## src/rtl/vid_pattern_gen.sv

```systemverilog
// vid_pattern_gen
// Video timing source (1080p60 by default) with a selectable RGB test pattern.
// Generates hsync/vsync/VDE and pixel data from free-running h/v counters,
// under a three-state run controller (IDLE/RUN/DRAIN). The pattern select
// and solid colour are latched once per frame at pixel (0,0). All outputs
// are registered one clock after the counter decode.
// Optional feature: define VID_PATTERN_GEN_CROSSHAIR_EN to overlay a red
// crosshair on the centre column and centre row of the active area.
// Pixel layout: [23:16]=R, [15:8]=B, [7:0]=G.
module vid_pattern_gen #(
    parameter int DATA_WIDTH = 24,
    parameter int H_ACTIVE   = 1920,
    parameter int H_FP       = 88,
    parameter int H_SYNC     = 44,
    parameter int H_BP       = 148,
    parameter int V_ACTIVE   = 1080,
    parameter int V_FP       = 4,
    parameter int V_SYNC     = 5,
    parameter int V_BP       = 36,
    parameter int SYNC_POL   = 1
) (
    input  logic                  clk,
    input  logic                  n_rst,
    input  logic                  i_en,
    input  logic [2:0]            i_pattern,
    input  logic [DATA_WIDTH-1:0] i_solid,
    output logic [DATA_WIDTH-1:0] o_vid_data,
    output logic                  o_vid_hsync,
    output logic                  o_vid_vsync,
    output logic                  o_vid_VDE,
    output logic                  o_frame_start,
    output logic                  o_busy
);

    localparam int H_TOTAL = H_ACTIVE + H_FP + H_SYNC + H_BP;
    localparam int V_TOTAL = V_ACTIVE + V_FP + V_SYNC + V_BP;

    // Counters are at least 8/7 bits wide so the ramp (x[7:0]) and
    // checkerboard (bit 6) taps always exist, even for small timings.
    localparam int HW = ($clog2(H_TOTAL) < 8) ? 8 : $clog2(H_TOTAL);
    localparam int VW = ($clog2(V_TOTAL) < 7) ? 7 : $clog2(V_TOTAL);

    localparam int BAR_W    = H_ACTIVE / 8;
    localparam int BOX_SIZE = 64;
    localparam int BOX_STEP = 4;
    // Box row is vertically centred: 508 for 1080 active lines.
    localparam int BOX_Y    = (V_ACTIVE - BOX_SIZE) / 2;

    localparam logic [HW-1:0] H_LAST    = HW'(H_TOTAL - 1);
    localparam logic [VW-1:0] V_LAST    = VW'(V_TOTAL - 1);
    localparam logic [HW-1:0] H_ACT_END = HW'(H_ACTIVE);
    localparam logic [VW-1:0] V_ACT_END = VW'(V_ACTIVE);
    localparam logic [HW-1:0] HS_START  = HW'(H_ACTIVE + H_FP);
    localparam logic [HW-1:0] HS_END    = HW'(H_ACTIVE + H_FP + H_SYNC);
    localparam logic [VW-1:0] VS_START  = VW'(V_ACTIVE + V_FP);
    localparam logic [VW-1:0] VS_END    = VW'(V_ACTIVE + V_FP + V_SYNC);
    localparam logic [VW-1:0] BOX_Y0    = VW'(BOX_Y);
    localparam logic [VW-1:0] BOX_Y1    = VW'(BOX_Y + BOX_SIZE);

    localparam logic SYNC_ACT  = (SYNC_POL != 0) ? 1'b1 : 1'b0;
    localparam logic SYNC_IDLE = (SYNC_POL != 0) ? 1'b0 : 1'b1;

    localparam logic [23:0] C_WHITE = 24'hFFFFFF;
    localparam logic [23:0] C_BLACK = 24'h000000;

`ifdef VID_PATTERN_GEN_CROSSHAIR_EN
    localparam logic [23:0]   C_RED = 24'hFF0000;
    localparam logic [HW-1:0] X_MID = HW'(H_ACTIVE / 2);
    localparam logic [VW-1:0] Y_MID = VW'(V_ACTIVE / 2);
`endif

    typedef enum logic [1:0] {
        ST_IDLE  = 2'd0,
        ST_RUN   = 2'd1,
        ST_DRAIN = 2'd2
    } state_t;

    // Colour-bar palette, left to right.
    function automatic logic [23:0] bar_colour(input logic [2:0] idx);
        logic [23:0] c;
        case (idx)
            3'd0:    c = 24'hFFFFFF; // white
            3'd1:    c = 24'hFF00FF; // yellow
            3'd2:    c = 24'h00FFFF; // cyan
            3'd3:    c = 24'h0000FF; // green
            3'd4:    c = 24'hFFFF00; // magenta
            3'd5:    c = 24'hFF0000; // red
            3'd6:    c = 24'h00FF00; // blue
            default: c = 24'h000000; // black
        endcase
        return c;
    endfunction

    // Control state
    state_t                state_q, state_d;
    logic [HW-1:0]         hcount_q, hcount_d;
    logic [VW-1:0]         vcount_q, vcount_d;
    logic [7:0]            frame_cnt_q, frame_cnt_d;
    logic [HW-1:0]         box_x_q, box_x_d;
    logic [2:0]            pat_q, pat_d;
    logic [DATA_WIDTH-1:0] solid_q, solid_d;

    // Output registers
    logic [DATA_WIDTH-1:0] data_q, data_d;
    logic                  hsync_q, hsync_d;
    logic                  vsync_q, vsync_d;
    logic                  vde_q, vde_d;
    logic                  fstart_q, fstart_d;
    logic                  busy_q, busy_d;

    // Decode helpers
    logic                  running_s;
    logic                  h_wrap_s;
    logic                  v_wrap_s;
    logic                  frame_first_s;
    logic                  active_s;
    logic                  hs_s;
    logic                  vs_s;
    logic                  in_box_s;
    logic [2:0]            bar_idx_s;
    logic [2:0]            eff_pat_s;
    logic [DATA_WIDTH-1:0] eff_solid_s;
    logic [DATA_WIDTH-1:0] pix_s;
    logic [DATA_WIDTH-1:0] pix_ovl_s;

    assign running_s     = (state_q == ST_RUN) || (state_q == ST_DRAIN);
    assign h_wrap_s      = (hcount_q == H_LAST);
    assign v_wrap_s      = (vcount_q == V_LAST);
    assign frame_first_s = (hcount_q == '0) && (vcount_q == '0);
    assign active_s      = (hcount_q < H_ACT_END) && (vcount_q < V_ACT_END);
    assign hs_s          = (hcount_q >= HS_START) && (hcount_q < HS_END);
    assign vs_s          = (vcount_q >= VS_START) && (vcount_q < VS_END);
    assign in_box_s      = (hcount_q >= box_x_q)
                        && ({1'b0, hcount_q} < ({1'b0, box_x_q} + (HW+1)'(BOX_SIZE)))
                        && (vcount_q >= BOX_Y0) && (vcount_q < BOX_Y1);

    // Run controller next state, counter advance, box motion and per-frame latch.
    always_comb begin
        state_d     = state_q;
        hcount_d    = hcount_q;
        vcount_d    = vcount_q;
        frame_cnt_d = frame_cnt_q;
        box_x_d     = box_x_q;
        pat_d       = pat_q;
        solid_d     = solid_q;

        case (state_q)
            ST_IDLE: begin
                hcount_d = '0;
                vcount_d = '0;
                if (i_en) begin
                    state_d = ST_RUN;
                end else begin
                    state_d = ST_IDLE;
                end
            end
            ST_RUN: begin
                if (!i_en) begin
                    state_d = ST_DRAIN;
                end else begin
                    state_d = ST_RUN;
                end
            end
            ST_DRAIN: begin
                if (h_wrap_s && v_wrap_s && !i_en) begin
                    state_d = ST_IDLE;
                end else if (i_en) begin
                    state_d = ST_RUN;
                end else begin
                    state_d = ST_DRAIN;
                end
            end
            default: begin
                state_d  = ST_IDLE;
                hcount_d = '0;
                vcount_d = '0;
            end
        endcase

        if (running_s) begin
            if (h_wrap_s) begin
                hcount_d = '0;
                if (v_wrap_s) begin
                    vcount_d    = '0;
                    frame_cnt_d = frame_cnt_q + 8'd1;
                    // Restart at the left edge once the next step would overrun the line.
                    if (({1'b0, box_x_q} + (HW+1)'(BOX_SIZE + BOX_STEP)) > (HW+1)'(H_ACTIVE)) begin
                        box_x_d = '0;
                    end else begin
                        box_x_d = box_x_q + HW'(BOX_STEP);
                    end
                end else begin
                    vcount_d = vcount_q + VW'(1);
                end
            end else begin
                hcount_d = hcount_q + HW'(1);
            end

            if (frame_first_s) begin
                pat_d   = i_pattern;
                solid_d = i_solid;
            end else begin
                pat_d   = pat_q;
                solid_d = solid_q;
            end
        end else begin
            pat_d   = pat_q;
            solid_d = solid_q;
        end
    end

    // Colour-bar index: number of bar boundaries at or left of hcount.
    always_comb begin
        bar_idx_s = 3'd0;
        for (int k = 1; k < 8; k++) begin
            bar_idx_s = bar_idx_s + {2'b00, (int'(hcount_q) >= k * BAR_W)};
        end
    end

    // Pattern generation; at (0,0) the live select is used so a new frame's pattern starts on its first pixel.
    always_comb begin
        eff_pat_s   = frame_first_s ? i_pattern : pat_q;
        eff_solid_s = frame_first_s ? i_solid : solid_q;

        case (eff_pat_s)
            3'd0:    pix_s = DATA_WIDTH'(bar_colour(bar_idx_s));
            3'd1:    pix_s = DATA_WIDTH'({hcount_q[7:0], hcount_q[7:0], hcount_q[7:0]});
            3'd2:    pix_s = DATA_WIDTH'((hcount_q[6] ^ vcount_q[6]) ? C_BLACK : C_WHITE);
            3'd3:    pix_s = DATA_WIDTH'(in_box_s ? C_WHITE : C_BLACK);
            3'd4:    pix_s = eff_solid_s;
            default: pix_s = DATA_WIDTH'(C_BLACK);
        endcase

`ifdef VID_PATTERN_GEN_CROSSHAIR_EN
        if ((hcount_q == X_MID) || (vcount_q == Y_MID)) begin
            pix_ovl_s = DATA_WIDTH'(C_RED);
        end else begin
            pix_ovl_s = pix_s;
        end
`else
        pix_ovl_s = pix_s;
`endif
    end

    // Output next values: decoded timing while running, idle levels otherwise.
    always_comb begin
        data_d   = '0;
        hsync_d  = SYNC_IDLE;
        vsync_d  = SYNC_IDLE;
        vde_d    = 1'b0;
        fstart_d = 1'b0;
        if (running_s) begin
            vde_d    = active_s;
            data_d   = active_s ? pix_ovl_s : '0;
            hsync_d  = hs_s ? SYNC_ACT : SYNC_IDLE;
            vsync_d  = vs_s ? SYNC_ACT : SYNC_IDLE;
            fstart_d = frame_first_s;
        end else begin
            vde_d    = 1'b0;
            data_d   = '0;
            hsync_d  = SYNC_IDLE;
            vsync_d  = SYNC_IDLE;
            fstart_d = 1'b0;
        end
        busy_d = (state_d != ST_IDLE);
    end

    // Control state registers.
    always_ff @(posedge clk or negedge n_rst) begin
        if (!n_rst) begin
            state_q     <= ST_IDLE;
            hcount_q    <= '0;
            vcount_q    <= '0;
            frame_cnt_q <= 8'd0;
            box_x_q     <= '0;
            pat_q       <= 3'd0;
            solid_q     <= '0;
        end else begin
            state_q     <= state_d;
            hcount_q    <= hcount_d;
            vcount_q    <= vcount_d;
            frame_cnt_q <= frame_cnt_d;
            box_x_q     <= box_x_d;
            pat_q       <= pat_d;
            solid_q     <= solid_d;
        end
    end

    // Output registers; syncs reset to their inactive level.
    always_ff @(posedge clk or negedge n_rst) begin
        if (!n_rst) begin
            data_q   <= '0;
            hsync_q  <= SYNC_IDLE;
            vsync_q  <= SYNC_IDLE;
            vde_q    <= 1'b0;
            fstart_q <= 1'b0;
            busy_q   <= 1'b0;
        end else begin
            data_q   <= data_d;
            hsync_q  <= hsync_d;
            vsync_q  <= vsync_d;
            vde_q    <= vde_d;
            fstart_q <= fstart_d;
            busy_q   <= busy_d;
        end
    end

    assign o_vid_data    = data_q;
    assign o_vid_hsync   = hsync_q;
    assign o_vid_vsync   = vsync_q;
    assign o_vid_VDE     = vde_q;
    assign o_frame_start = fstart_q;
    assign o_busy        = busy_q;

endmodule
```

## config.mk

```make
export PLATFORM = sky130hd
export DESIGN_NAME = vid_pattern_gen
export DESIGN_NICKNAME = d
export VERILOG_FILES = /design/src/rtl/vid_pattern_gen.sv
export SDC_FILE = /design/constraint.sdc
export NUM_CORES = 1
export LEC_CHECK = 0
export CORE_UTILIZATION = 62
export DETAILED_ROUTE_END_ITERATION = 6
export HOLD_SLACK_MARGIN = 0.15
export PLACE_DENSITY_LB_ADDON = 0.3
export SYNTH_ARGS = -nofsm -noshare
export SYNTH_HDL_FRONTEND = slang
export SYNTH_SLANG_ARGS = --single-unit
```

## constraint.sdc

```tcl
create_clock -name clk -period 7.8 [get_ports clk]
set_input_delay 1.56 -clock clk [delete_from_list [all_inputs] [get_ports clk]]
set_output_delay 1.56 -clock clk [all_outputs]
set_load 0.05 [all_outputs]
```

Figure 1. Register map, names as in the netlist (run 1).
Drawn at 4 px/um.
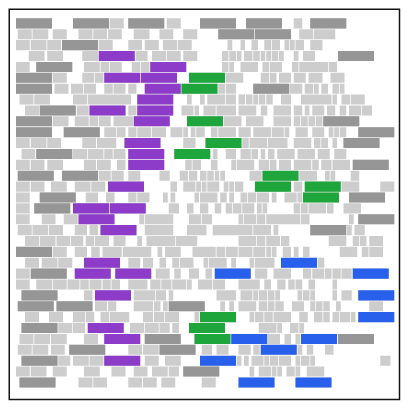
[blue] vcount_q | placed flops: 11
[green] hcount_q | placed flops: 12
[purple] o_vid_data | placed flops: 24

Figure 2. Gate families picked out (run 1).
Drawn at 3 px/um.
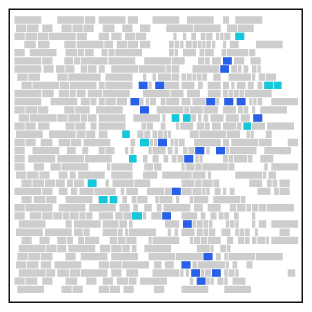
[blue] XOR/XNOR gates | cells: 22
[cyan] AND-OR and OR-AND gates | cells: 13
post-route non-filler standard cell count: 690
leading cell type in the layout, fill and taps excluded: sky130_fd_sc_hd__dfrtp_1

Figure 3. Met1 routing (run 1).
Drawn at 3 px/um.
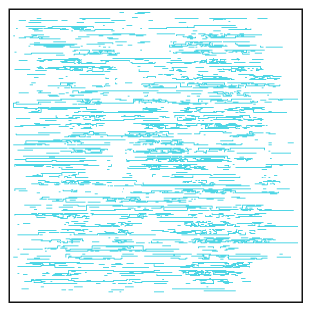
nets with wire on the layer: 581
longest straight run: 32.7 um
share of all routed wire: 43%
wire length on this layer: 5410 um
met1 Track Usage GR: 36.7%
vias: 4301
overall routed net length: 12500 um

Figure 4. A small window of the routed layout (run 1).
Region (60, 60) to (85, 85) um. Cells in gray, sequential cells in the stronger gray; small squares are vias.
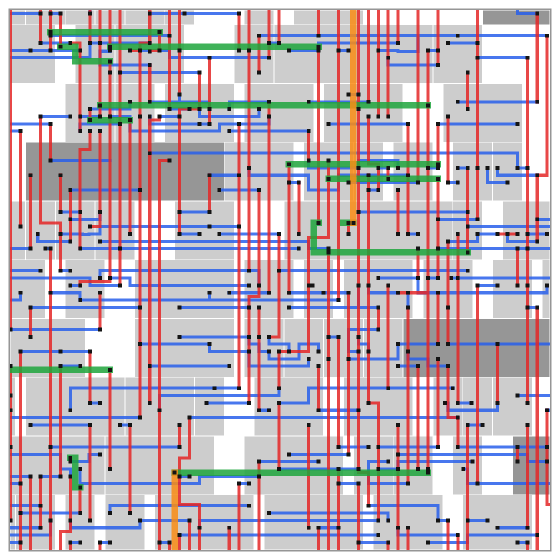
[green] met3
[red] met2
[blue] met1
[orange] met4
most frequent: ha_1 (8)
sequential cells in the window: 2
netlist names of flops here include: box_x_q (2)
cells with their middle in the window: 60

==> flow_summary_export.csv, run 1 <==
group,metric,value,unit
logic_synthesis,muxShareOfSynthArea,10.7,%
power,top_power_group,"combinational logic",
sta,grt_setup_unrepaired,"false",
placement,place_hpwl,8920,um
power,leakagePower,2.71,nW
sta,final_max_slew_viols,0,
layout,filler_cell_count,640,
min_path,min-delay-start,"solid_q[16]",
placement,place.detailed.instances,674,
logic_synthesis,ys_warn_count,0,
grt,initial_antenna_violation_count,0,
job,total_number_of_warnings_across_the_stage_logs,33,
setup_path,cp_slowest_stage_delay,610,ps
run_status,status,"completed",
floorplanning,chip_area,9450,um^2
power,share_clk_of_total_power,17.4,%
floorplanning,floorplan.tapcells,108,
logic_synthesis,synth.ff_latch_count,91,
layout,sequential_portion_of_the_cell_area,35.9,%
sta,clock_skew,15.8,ps
logic_synthesis,primary_ff_master_synth,"sky130_fd_sc_hd__dfrtp_1",
power,register_share_of_total_power,35.7,%
setup_path,worstSetupStartpoint,"hcount_q[6]",
logic_synthesis,yosysMostFrequentCell,"sky130_fd_sc_hd__dfrtp_1",
detailed_routing,firstDrtPassIters,5,
layout,multi_input_comb_area,3030,um^2
power,seq_power,0.000694,W
grt,grt_max_degree,59,
sta,fin_crit,4080,ps
layout,signal_buffers,61,
placement,placement.cell_area,6130,um^2
clock_tree,cts_inserted_buffers,9,
logic_synthesis,share_of_synthesized_cell_area_in_full_adder_half_adder_and_majority_cells,7.44,%
power,power_dissipated_in_the_clock_network,0.000339,W
min_path,worstHoldPathCells,1,
power,cellInternalPower,0.00115,W
grt,grt.overflow.total,0,
setup_path,critPathTopFamily,"adder cells",
setup_path,path_cells,"and3_1 -> a2111oi_0 -> fa_1 -> fa_1 -> inv_1 -> fa_1 -> fa_1 -> o21a_2 -> a31oi_1",
setup_path,worst_r2r_startpoint,"hcount_q[6]",
logic_synthesis,synth_cells,538,
sta,timing.slew.headroom,19.8,%
floorplanning,die_height,97.2,um
clock_tree,clkSinkCount,91,
logic_synthesis,yosys-top-cells-count,"91 x sky130_fd_sc_hd__dfrtp_1, 37 x sky130_fd_sc_hd__nor2_1, 28 x sky130_fd_sc_hd__a31oi_1, 28 x sky130_fd_sc_hd__mux2i_1, 27 x sky130_fd_sc_hd__ha_1",
floorplanning,die_w,97.2,um
setup_path,r2r.worst_path.cells,9,
logic_synthesis,post_synthesis_cell_area,5620,um^2
-- run 1: per-layer routing --
metal	wire (um)	GRT usage (%)	share of wire, %	up-vias
met5	0	0	0	-
met4	282	11.0	2.3	0
met3	618	3.67	4.9	27
met2	6200	46.0	50	147
li1	-	-	-	2057
met1	5410	36.7	43	2070
-- run 1: cell usage in the layout, fill, tap and decap left out, drive strengths merged, types with 4 or more instances in the layout --
cell,n
xnor2,15
mux2,28
o21a,4
clkbuf,10
nand3,23
or2,5
inv,24
a21o,5
o21ai,20
mux2i,28
ha,27
a2bb2oi,24
fa,4
nor2,38
nand2,25
dfrtp,91
xor2,7
or3,4
and3,8
a21oi,16
a2111oi,4
nor3b,7
buf,4
nor3,18
nand4,12
clkdlybuf4s50,57
nor4,7
a31oi,28
==> run 2, diff against run 1 <==
--- a/config.mk
+++ b/config.mk
@@ -5,7 +5,7 @@
 export SDC_FILE = /design/constraint.sdc
 export NUM_CORES = 1
 export LEC_CHECK = 0
-export CORE_UTILIZATION = 62
+export CORE_UTILIZATION = 58
 export DETAILED_ROUTE_END_ITERATION = 6
 export HOLD_SLACK_MARGIN = 0.15
 export PLACE_DENSITY_LB_ADDON = 0.3
==> constraint.sdc (replaced) <==
create_clock -name clk -period 4.2 [get_ports clk]
set_input_delay 0.84 -clock clk [delete_from_list [all_inputs] [get_ports clk]]
set_output_delay 0.84 -clock clk [all_outputs]
set_load 0.05 [all_outputs]
Figure 5. Register map, names as in the netlist (run 2).
Drawn at 4 px/um.
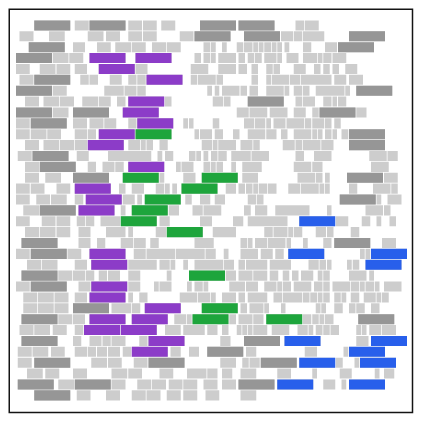
[purple] o_vid_data | placed flops: 24
[blue] vcount_q | placed flops: 11 | where: lower right
[green] hcount_q | placed flops: 12 | where: center
not colored: 44

Figure 6. Gate families picked out (run 2).
Drawn at 3 px/um.
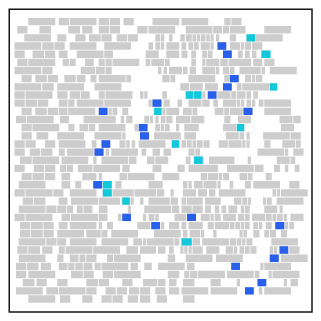
[cyan] AND-OR and OR-AND gates | cells: 13
[blue] XOR/XNOR gates | cells: 22

==> flow_summary_export.csv, run 2 <==
group,metric,value,unit
logic_synthesis,muxShareOfSynthArea,10.7,%
job,total_number_of_warnings_across_the_stage_logs,33,
placement,place_hpwl,9260,um
grt,initial_antenna_violation_count,0,
power,register_share_of_total_power,35.6,%
detailed_routing,firstDrtPassIters,4,
sta,timing.slew.headroom,28.2,%
detailed_routing,detail_route.wirelength,13000,um
grt,met2_usage,46.4,%
sta,fin_crit,3810,ps
power,top_power_group,"combinational logic",
sta,grt_setup_unrepaired,"false",
sta,final_max_slew_viols,0,
logic_synthesis,post_synthesis_cell_area,5620,um^2
detailed_routing,wl_met1,5670,um
layout,top_layout_cells,"91 x sky130_fd_sc_hd__dfrtp_1, 57 x sky130_fd_sc_hd__clkdlybuf4s50_1, 37 x sky130_fd_sc_hd__nor2_1",
min_path,worstHoldPathCells,1,
grt,busiest_layer,"met2",
clock_tree,cts_inserted_buffers,9,
detailed_routing,dr_total_vias,4401,
power,seq_power,0.00129,W
setup_path,path_cells,"and3_1 -> a2111oi_0 -> fa_1 -> fa_1 -> inv_1 -> fa_1 -> fa_1 -> o21a_2 -> a31oi_1",
logic_synthesis,synth_cells,538,
setup_path,cp_slowest_stage_delay,600,ps
grt,grt_use_met3,3.34,%
placement,placement.cell_area,6230,um^2
detailed_routing,detailroute.wirelength.met3,542,um
logic_synthesis,yosys-top-cells-count,"91 x sky130_fd_sc_hd__dfrtp_1, 37 x sky130_fd_sc_hd__nor2_1, 28 x sky130_fd_sc_hd__a31oi_1, 28 x sky130_fd_sc_hd__mux2i_1, 27 x sky130_fd_sc_hd__ha_1",
power,cellInternalPower,0.00213,W
placement,place.detailed.instances,705,
logic_synthesis,ys_warn_count,0,
floorplanning,die_w,100,um
run_status,status,"completed",
layout,final_common_cell,"sky130_fd_sc_hd__dfrtp_1",
grt,grt_use_met1,35.9,%
run 2: final cells by class:
| type | count | area, um^2 |
|---|---|---|
| tap | 129 | 161 |
| sequential | 91 | 2280 |
| multi-input combinational | 391 | 3030 |
| fill | 729 | 2890 |
| clock inverter | 6 | 72.6 |
| clock buffer | 10 | 128 |
| inverter | 23 | 86.3 |
| timing repair buffer | 71 | 676 |
run 2: how the worst max path moves through the flow:
stage	from	to	cells past startpoint
2_1_floorplan	hcount_q[7]	o_vid_data[22]	10
3_3_place_gp	hcount_q[5]	o_vid_data[19]	9
3_5_place_dp	hcount_q[5]	o_vid_data[17]	9
4_1_cts	hcount_q[5]	o_vid_data[16]	9
5_1_grt	hcount_q[5]	o_vid_data[16]	9
6_report	hcount_q[5]	o_vid_data[16]	9
==> run 3, diff against run 2 <==
--- a/config.mk
+++ b/config.mk
@@ -5,10 +5,11 @@
 export SDC_FILE = /design/constraint.sdc
 export NUM_CORES = 1
 export LEC_CHECK = 0
-export CORE_UTILIZATION = 58
+export CORE_UTILIZATION = 62
 export DETAILED_ROUTE_END_ITERATION = 6
 export HOLD_SLACK_MARGIN = 0.15
 export PLACE_DENSITY_LB_ADDON = 0.3
+export SLEW_MARGIN = 20
 export SYNTH_ARGS = -nofsm -noshare
 export SYNTH_HDL_FRONTEND = slang
 export SYNTH_SLANG_ARGS = --single-unit
==> constraint.sdc (replaced) <==
create_clock -name clk -period 4.5 [get_ports clk]
set_input_delay 0.9 -clock clk [delete_from_list [all_inputs] [get_ports clk]]
set_output_delay 0.9 -clock clk [all_outputs]
set_load 0.05 [all_outputs]
Figure 7. Track usage over the die (run 3).
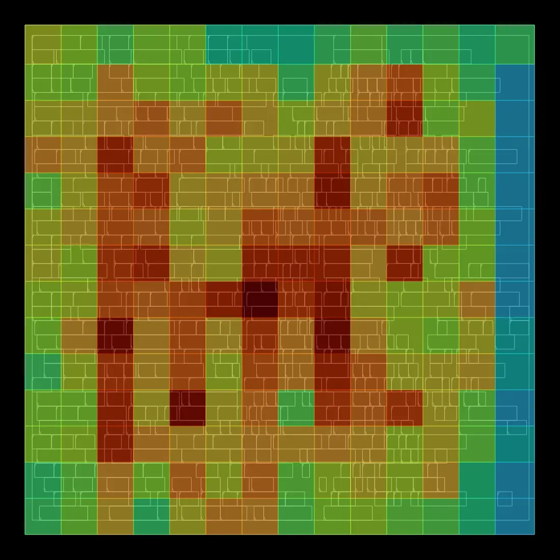
global routing's busiest layer: met2
global routing met2 resource utilization: 46.7%
utilization after layout: 72.6%
wire per inst: 18.8 um

Figure 8. Register map, names as in the netlist (run 3).
Drawn at 4 px/um.
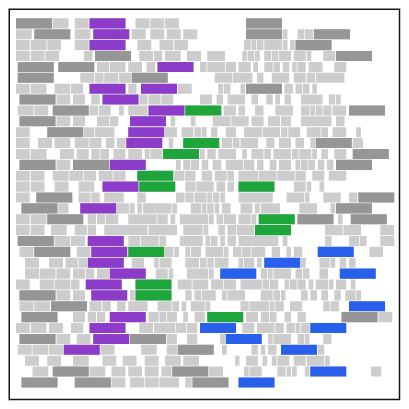
[green] hcount_q | placed flops: 12 | where: center
[purple] o_vid_data | placed flops: 24
[blue] vcount_q | placed flops: 11
not colored: 44
sequential power: 0.00120 W
sequential portion of the cell area: 35.8%
Flop area: 2280 um^2

==> flow_summary_export.csv, run 3 <==
group,metric,value,unit
power,power_dissipated_in_the_clock_network,0.000572,W
detailed_routing,maxUsedRoutingLayer,"met4",
power,share_clk_of_total_power,16.9,%
power,register_share_of_total_power,35.6,%
logic_synthesis,ys_warn_count,0,
setup_path,crit_cells,9,
detailed_routing,dr_total_vias,4415,
setup_path,cp_slowest_stage_delay,600,ps
run_status,status,"completed",
clock_tree,cts_inserted_buffers,9,
grt,grt_use_met1,39.2,%
floorplanning,die_height,97.2,um
detailed_routing,detail_route.wirelength,13000,um
power,top_power_group,"combinational logic",
placement,place_hpwl,9160,um
setup_path,path_cells,"and3_1 -> a2111oi_0 -> fa_1 -> fa_1 -> inv_1 -> fa_1 -> fa_1 -> o21a_2 -> a31oi_1",
grt,initial_antenna_violation_count,0,
sta,final_max_slew_viols,0,
placement,place.detailed.instances,678,
logic_synthesis,synth.ff_latch_count,91,
logic_synthesis,primary_ff_master_synth,"sky130_fd_sc_hd__dfrtp_1",
logic_synthesis,synth_cells,538,
grt,grt_use_met3,3.67,%
detailed_routing,detailroute.wirelength.met3,707,um
layout,final_common_cell,"sky130_fd_sc_hd__dfrtp_1",
detailed_routing,wl_met1,5520,um
logic_synthesis,share_of_synthesized_cell_area_in_full_adder_half_adder_and_majority_cells,7.44,%
run 3: cell counts after synthesis:
Identical to the previous run, type by type.
run 3: worst paths after layout:
| path | startpoint | slack [ps] | end |
|---|---|---|---|
| worst min register to register | solid_q[14] | 500 | solid_q[14] |
| worst max register to register | hcount_q[7] | 430 | o_vid_data[21] |
| worst max-delay path | hcount_q[7] | 430 | o_vid_data[21] |
| worst min-delay path | solid_q[14] | 500 | solid_q[14] |
| min in group asynchronous | n_rst | 610 | vcount_q[0] |
| max in group asynchronous | n_rst | 3010 | o_vid_data[22] |
run 3: cell type report:
class	count	area (um^2)
inverters	23	86.3
clock buffers	10	128
flip-flops and latches	91	2280
well taps	108	135
fillers	626	2400
multi-input cells	391	3030
clock inverters	6	71.3
repair buffers	65	631
No activity file was given, so power comes from the tool's default toggle rates.
